==> src/rtl/fixed_to_ieee754.sv <==
// fixed_to_ieee754: iterative signed fixed-point to IEEE-754 single converter.
// Normalizes one bit per cycle, rounds to nearest-even, valid/ready on both sides.
`default_nettype none

module fixed_to_ieee754 #(
   parameter int INT_BITS  = 22,
   parameter int FRAC_BITS = 16
) (
   input  logic                          clk,
   input  logic                          rst_n,
   input  logic [INT_BITS+FRAC_BITS-1:0] in_data,
   input  logic                          in_valid,
   output logic                          in_ready,
   output logic [31:0]                   out_data,
   output logic                          out_valid,
   input  logic                          out_ready
);

   localparam int W = INT_BITS + FRAC_BITS;
   // Biased exponent of the MSB position; the legal parameter range keeps
   // every reachable exponent within 1..254, so 8 bits hold it exactly.
   localparam logic [7:0] C_EXP_INIT = 8'((W - 1) - FRAC_BITS + 127);

   typedef enum logic [1:0] {
      S_IDLE  = 2'd0,
      S_NORM  = 2'd1,
      S_ROUND = 2'd2,
      S_DONE  = 2'd3
   } state_t;

   state_t         r_state;
   logic           r_sign;
   logic [W-1:0]   r_mag;
   logic [7:0]     r_exp;

   logic [W-1:0]   w_mag;
   logic [22:0]    w_m;
   logic           w_g;
   logic           w_s;
   logic           w_rnd;
   logic [23:0]    w_m_inc;

   // Two's complement negate; -2^(W-1) maps onto itself, which is the correct magnitude.
   assign w_mag = in_data[W-1] ? ((~in_data) + {{(W-1){1'b0}}, 1'b1}) : in_data;

   assign w_m = r_mag[W-2:W-24];
   assign w_g = r_mag[W-25];

   generate
      if (W > 25) begin : g_sticky
         assign w_s = |r_mag[W-26:0];
      end else begin : g_no_sticky
         assign w_s = 1'b0;
      end
   endgenerate

   assign w_rnd   = w_g & (w_s | w_m[0]);
   assign w_m_inc = {1'b0, w_m} + {23'd0, w_rnd};

   assign in_ready = (r_state == S_IDLE);

   always_ff @(posedge clk or negedge rst_n) begin
      if (!rst_n) begin
         r_state   <= S_IDLE;
         r_sign    <= 1'b0;
         r_mag     <= '0;
         r_exp     <= 8'd0;
         out_data  <= 32'd0;
         out_valid <= 1'b0;
      end else begin
         case (r_state)
            S_IDLE: begin
               if (in_valid) begin
                  r_sign <= in_data[W-1];
                  r_mag  <= w_mag;
                  r_exp  <= C_EXP_INIT;
                  if (in_data == '0) begin
                     out_data  <= 32'd0;
                     out_valid <= 1'b1;
                     r_state   <= S_DONE;
                  end else begin
                     r_state <= S_NORM;
                  end
               end
            end
            S_NORM: begin
               if (r_mag[W-1]) begin
                  r_state <= S_ROUND;
               end else begin
                  r_mag <= r_mag << 1;
                  r_exp <= r_exp - 8'd1;
               end
            end
            S_ROUND: begin
               // Mantissa overflow from rounding lands exactly on the next power of two.
               if (w_m_inc[23]) begin
                  out_data <= {r_sign, r_exp + 8'd1, 23'd0};
               end else begin
                  out_data <= {r_sign, r_exp, w_m_inc[22:0]};
               end
               out_valid <= 1'b1;
               r_state   <= S_DONE;
            end
            S_DONE: begin
               if (out_ready) begin
                  out_valid <= 1'b0;
                  r_state   <= S_IDLE;
               end
            end
            default: r_state <= S_IDLE;
         endcase
      end
   end

endmodule

`default_nettype wire

==> config.mk <==
export PLATFORM = sky130hd
export DESIGN_NAME = fixed_to_ieee754
export DESIGN_NICKNAME = d
export VERILOG_FILES = /design/src/rtl/fixed_to_ieee754.sv
export SDC_FILE = /design/constraint.sdc
export NUM_CORES = 1
export LEC_CHECK = 0
export CELL_PAD_IN_SITES_DETAIL_PLACEMENT = 1
export CELL_PAD_IN_SITES_GLOBAL_PLACEMENT = 1
export CORE_UTILIZATION = 39
export CTS_BUF_LIST = sky130_fd_sc_hd__clkbuf_4
export CTS_CLUSTER_SIZE = 40
export DETAILED_ROUTE_END_ITERATION = 7
export PLACE_DENSITY = 0.78
export REMOVE_ABC_BUFFERS = 1
export SYNTH_ARGS = -nofsm -noshare
export SYNTH_HDL_FRONTEND = slang
export SYNTH_SLANG_ARGS = --single-unit
==> constraint.sdc <==
create_clock -name clk -period 2 [get_ports clk]
set_input_delay 0.2 -clock clk [delete_from_list [all_inputs] [get_ports clk]]
set_output_delay 0.2 -clock clk [all_outputs]
set_load 0.005 [all_outputs]
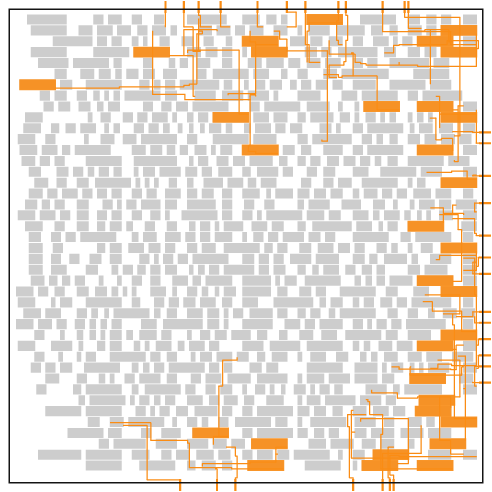
*Port wiring*
(4 px per µm)
[orange] `out_data` | bits: 32 | direction: output | end cells: 32 | buffers: 32 | wire: 1370 µm

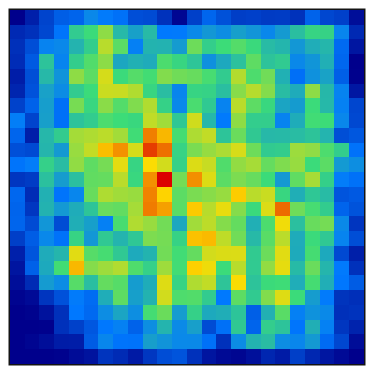
*Wire density map*
(3 px per µm) 24 x 24 tiles, from dark blue (low) to red (high), scaled to the fullest tile. Values are wire area over tile area, all layers added.
fullest tile: 1.0
mean over tiles: 0.39
nearly empty tiles: 3.1%
tiles over half the peak: 33%
emptiest ninth of the die: bottom left

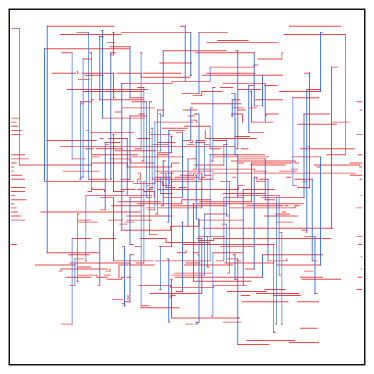
*Metal layers overlaid*
(3 px per µm) Two of the layers only.
[blue] met4 | wire length: 2510 µm
[red] met3 | wire length: 2870 µm

routing by layer:
metal,GRT usage,share of wire,vias to the layer above
met1,0.407,0.36,3289
met4,0.198,0.079,0
met3,0.0630,0.091,231
li1,-,-,2575
met2,0.608,0.47,557
met5,0,0,-
area by class of cell:
| cell class | count | area share |
|---|---|---|
| timing repair buffer | 257 | 0.270 |
| inverter | 19 | 0.00844 |
| clock inverter | 5 | 0.00886 |
| tap | 176 | 0.0248 |
| antenna | 1 | 0.000281 |
| clock buffer | 10 | 0.00844 |
| multi-input combinational | 435 | 0.448 |
| sequential | 82 | 0.231 |
report_power, final:
part           internal [mW]  switching [mW]  total, mW  leakage, nW
logic                   3.93            4.20       8.13         2.71
registers               2.36           0.934       3.29         1.03
clock network          0.514           0.745       1.26       0.0866
total                   6.80            5.87       12.7         3.82
==> reports/qor.yml <==
grt_pass1_vias: 6569
cp_slowest_cell: "dfrtp_1"
synth.top_cell.area_share: 0.391
topCellsByArea: "dfrtp_1 (39%), xor2_1 (6.5%), o2bb2ai_1 (4.5%)"
post-cts-setup-buffer-count: 21
layout_top_cells: "buf_4 (144), dfrtp_1 (82), clkdlybuf4s50_1 (49)"
setup.worst_path.start_class: "flip-flop"
ff2ff_path_depth: 11
logic_area_um2: 3990
setup_viol: 79
violations: "negative setup slack"
fin_ws_ps: -385
placed_area_um2: 7060
utilization: 0.674
cts_tree: "done"
initCoreUtil: 0.398
fin_crit_ps: 2380
crit_path_max_incr_delay_ps: 430
instances_no_fill: 985
ys_seq_elements: 82
path_buffers: 5
outcome: "finished, violations left"
area_delta_synth_final_pct: 69.5
synth.cellmix.compoundShare: 0.208
Power is estimated from default activity; no workload was simulated.
